Figure 1. Cell placement (run 1).
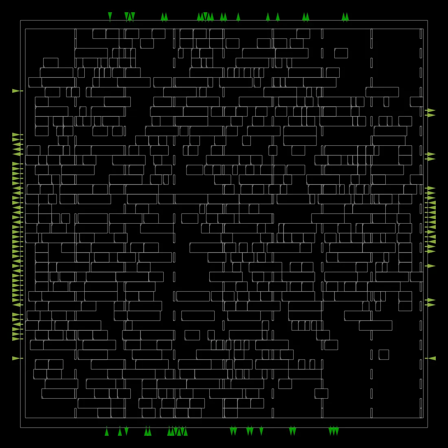
Figure 2. Met3 routing (run 1).
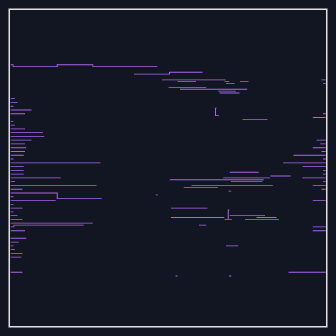
Figure 3. Wires at chosen ports, followed through buffers (run 1).
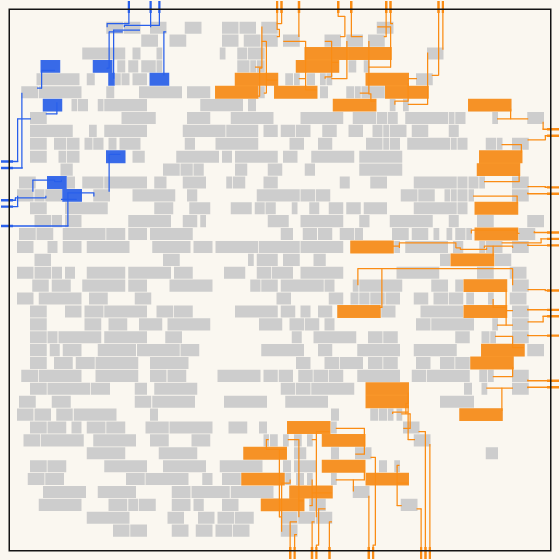
**config.mk**
```make
export PLATFORM = sky130hd
export DESIGN_NAME = mem_word_master
export DESIGN_NICKNAME = d
export VERILOG_FILES = /design/src/rtl/mem_word_master.sv
export SDC_FILE = /design/constraint.sdc
export NUM_CORES = 1
export LEC_CHECK = 0
export CAP_MARGIN = 20
export CORE_UTILIZATION = 40
export CTS_BUF_LIST = sky130_fd_sc_hd__clkbuf_4 sky130_fd_sc_hd__clkbuf_8
export CTS_CLUSTER_DIAMETER = 50
export CTS_CLUSTER_SIZE = 12
export DETAILED_ROUTE_END_ITERATION = 8
export PLACE_DENSITY = 0.65
export SKIP_CTS_REPAIR_TIMING = 1
export SLEW_MARGIN = 10
export SYNTH_ARGS = -nofsm -noshare
export SYNTH_HDL_FRONTEND = slang
export SYNTH_SLANG_ARGS = --single-unit
```
**constraint.sdc**
```tcl
create_clock -name clk -period 3.4 [get_ports clk]
set_input_delay 0.68 -clock clk [delete_from_list [all_inputs] [get_ports clk]]
set_output_delay 0.68 -clock clk [all_outputs]
set_load 0.02 [all_outputs]
```
**src/rtl/mem_word_master.sv**
```systemverilog
// Word-to-byte memory initiator: turns one 32-bit read/write request into
// WORD_BYTES little-endian byte accesses on a negedge-sampled byte memory.
module mem_word_master #(
  parameter int ADDR_BITS  = 8,
  parameter int WORD_BYTES = 4
) (
  input  logic                    clk,
  input  logic                    reset_n,
  input  logic                    req_valid,
  output logic                    req_ready,
  input  logic                    req_write,
  input  logic [ADDR_BITS-1:0]    req_addr,
  input  logic [8*WORD_BYTES-1:0] req_wdata,
  output logic                    resp_valid,
  output logic [8*WORD_BYTES-1:0] resp_rdata,
  output logic                    mem_en,
  output logic                    mem_memwrite,
  output logic [ADDR_BITS-1:0]    mem_adr,
  output logic [7:0]              mem_writedata,
  input  logic [7:0]              mem_memdata,
  output logic [1:0]              dbg_state
);

  localparam int DW = 8 * WORD_BYTES;
  localparam int CW = (WORD_BYTES > 1) ? $clog2(WORD_BYTES) : 1;
  localparam logic [CW-1:0] LAST = CW'(WORD_BYTES - 1);

  typedef enum logic [1:0] {
    IDLE = 2'd0,
    XFER = 2'd1,
    RESP = 2'd2
  } state_e;

  state_e                state_q, state_d;
  logic [CW-1:0]         cnt_q, cnt_d;
  logic                  write_q, write_d;
  logic [ADDR_BITS-1:0]  base_q, base_d;
  logic [DW-1:0]         wdata_q, wdata_d;
  logic [DW-1:0]         rbuf_q, rbuf_d;
  logic [DW-1:0]         rdata_q, rdata_d;
  logic                  xfer;

  // Handshake: a request transfers on a posedge where req_valid && req_ready;
  // req_ready is high only in IDLE and the requester holds the request until then.
  always_comb begin
    state_d = state_q;
    cnt_d   = cnt_q;
    write_d = write_q;
    base_d  = base_q;
    wdata_d = wdata_q;
    rbuf_d  = rbuf_q;
    rdata_d = rdata_q;
    case (state_q)
      IDLE: begin
        if (req_valid) begin
          write_d = req_write;
          base_d  = req_addr;
          wdata_d = req_wdata;
          cnt_d   = '0;
          state_d = XFER;
        end
      end
      XFER: begin
        // Memory drove memdata at the mid-cycle negedge; capture it here.
        if (!write_q) begin
          rbuf_d[8*cnt_q +: 8] = mem_memdata;
        end
        if (cnt_q == LAST) begin
          state_d = RESP;
          if (!write_q) begin
            rdata_d = rbuf_d;
          end
        end else begin
          cnt_d = cnt_q + 1'b1;
        end
      end
      RESP: begin
        state_d = IDLE;
      end
      default: begin
        state_d = IDLE;
      end
    endcase
  end

  always_ff @(posedge clk or negedge reset_n) begin
    if (!reset_n) begin
      state_q <= IDLE;
      cnt_q   <= '0;
      write_q <= 1'b0;
      base_q  <= '0;
      wdata_q <= '0;
      rbuf_q  <= '0;
      rdata_q <= '0;
    end else begin
      state_q <= state_d;
      cnt_q   <= cnt_d;
      write_q <= write_d;
      base_q  <= base_d;
      wdata_q <= wdata_d;
      rbuf_q  <= rbuf_d;
      rdata_q <= rdata_d;
    end
  end

  // Memory-side outputs are decoded from registers only and forced to zero outside XFER.
  assign xfer          = (state_q == XFER);
  assign mem_en        = xfer;
  assign mem_memwrite  = xfer & write_q;
  assign mem_adr       = xfer ? (base_q + ADDR_BITS'(cnt_q)) : '0;
  assign mem_writedata = xfer ? wdata_q[8*cnt_q +: 8] : 8'h00;

  assign req_ready  = (state_q == IDLE);
  assign resp_valid = (state_q == RESP);
  assign resp_rdata = rdata_q;
  assign dbg_state  = state_q;

endmodule

```
==> flow_summary.toml, run 1 <==
# synthesis and place-and-route metrics
[outcome]
outcome = "finished, final reports clean"

[worst_setup_path]
critPathTopFamily = "buffers and inverters"
r2r_cells = 6
critPathLaunchType = "register"
crit_required_ps = 2720
endpoint = "mem_adr[7]"
reg2reg_slack_ps = 890

[sta]
fin_skew_ps = 11.5
setup_viol = 0
worstMarginPinSlew_ps = 607
fin_ws_ps = 275
fin_hold_ws_ps = 298

[yosys]
ys_sh_simple_pct = 10.4
topCellsByArea = "dfrtp_1 54%, mux2_2 9.0%, a22o_1 4.2%, a32oi_1 4.2%, mux4_2 3.6%"
post_synth_num_cell_types = 43
synth_flops = 109
synthAoiAreaFrac_pct = 14.8
synthTopLogicFamily = "AND-OR/OR-AND gates"

[power_and_ir_drop]
seqPwrFrac_pct = 36.6
netSwitchingPower_mw = 2.39
sequentialPower_mw = 2.27

[routing]
firstDrtPassIters = 4
routedWlPerCell_um = 16.8
route.detailed.drc = 0
wl_um = 11100

[place]
port_buffers = 105
dpl_cell_area_um2 = 6140

[cts]
cts_tree = "done"
clock_path_buffers = 2

[finish]
clk_share_pct = 2.85
comb_cells = 255

[floorplanning]
die_h_um = 114

[grt]
grt_overflow_total = 0
Back to the opening pictures, Figure 1:
Placeable Area: 12100 µm²
n_taps: 168

Back to the opening pictures, Figure 2:
nets with wire on the layer: 89
main direction: horizontal

Back to the opening pictures, Figure 3:
[orange] `resp_rdata` | direction: output | edge: 13 right, 10 bottom, 9 top | end cells: 32 | buffers: 32 | wire: 688 µm
[blue] `req_addr` | direction: input | edge: 5 left, 3 top | end cells: 8 | buffers: 8 | wire: 160 µm

Figure 4. Wiring heat map (run 1).
The die is cut into 23 by 23 equal tiles; black is low, pale yellow is high, scaled to the fullest tile. Values are wire area over tile area, all layers added.
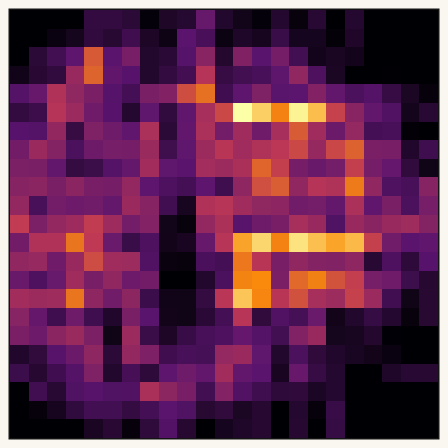

==> inputs of run 2 (changes only) <==
- clock period: 3.4 -> 4 ns (I/O delays scaled with it)
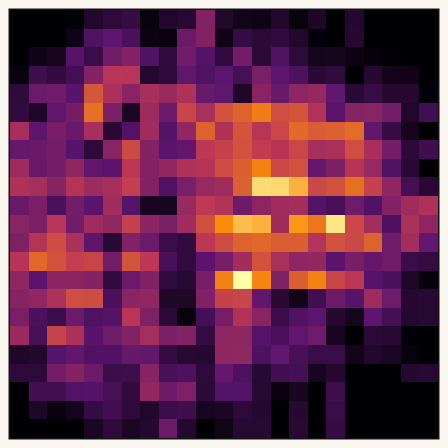
Figure 5: run 2, wiring heat map.
The die is cut into 23 by 23 equal tiles; black is low, pale yellow is high, scaled to the fullest tile. Values are wire area over tile area, all layers added.
nearly empty tiles: 12%
fullest tile: 0.54
tiles over half the peak: 14%
mean over tiles: 0.14
densest ninth of the die: middle
emptiest ninth of the die: bottom right

==> flow_summary.toml, run 2 <==
# synthesis and place-and-route metrics
[outcome]
outcome = "finished, final reports clean"

[floorplanning]
die_h_um = 114
tap-cell-count = 168

[worst_setup_path]
r2r_cells = 6
reg2reg_slack_ps = 1410
critPathLaunchType = "register"
endpoint = "mem_writedata[7]"
crit_required_ps = 3200

[place]
dpl_cell_area_um2 = 6120
port_buffers = 105

[sta]
worstMarginPinSlew_ps = 906
fin_skew_ps = 10.2

[yosys]
synthAoiAreaFrac_pct = 14.8
ys_sh_simple_pct = 10.4
topCellsByArea = "dfrtp_1 54%, mux2_2 9.0%, a22o_1 4.2%, a32oi_1 4.2%, mux4_2 3.6%"

[routing]
routedWlPerCell_um = 17.4

[power_and_ir_drop]
sequentialPower_mw = 1.93
netSwitchingPower_mw = 2.07
seqPwrFrac_pct = 36.0

[finish]
clk_share_pct = 3.32
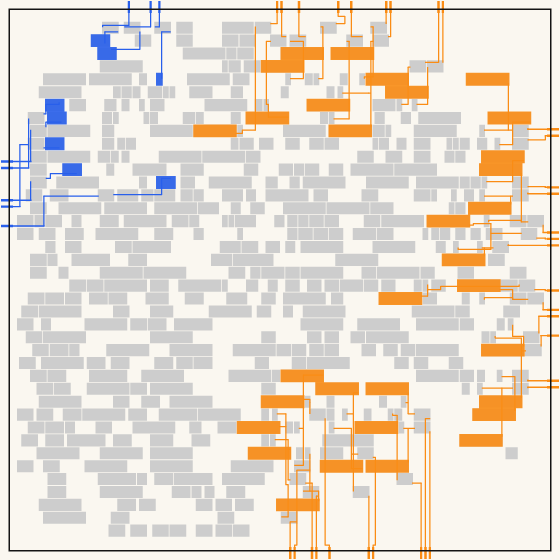
Figure 6: run 2, wires at chosen ports, followed through buffers.
[blue] `req_addr` | direction: input | edge: 5 left, 3 top | end cells: 8 | buffers: 8 | wire: 158 µm
[orange] `resp_rdata` | direction: output | edge: 13 right, 10 bottom, 9 top | end cells: 32 | buffers: 32 | wire: 791 µm

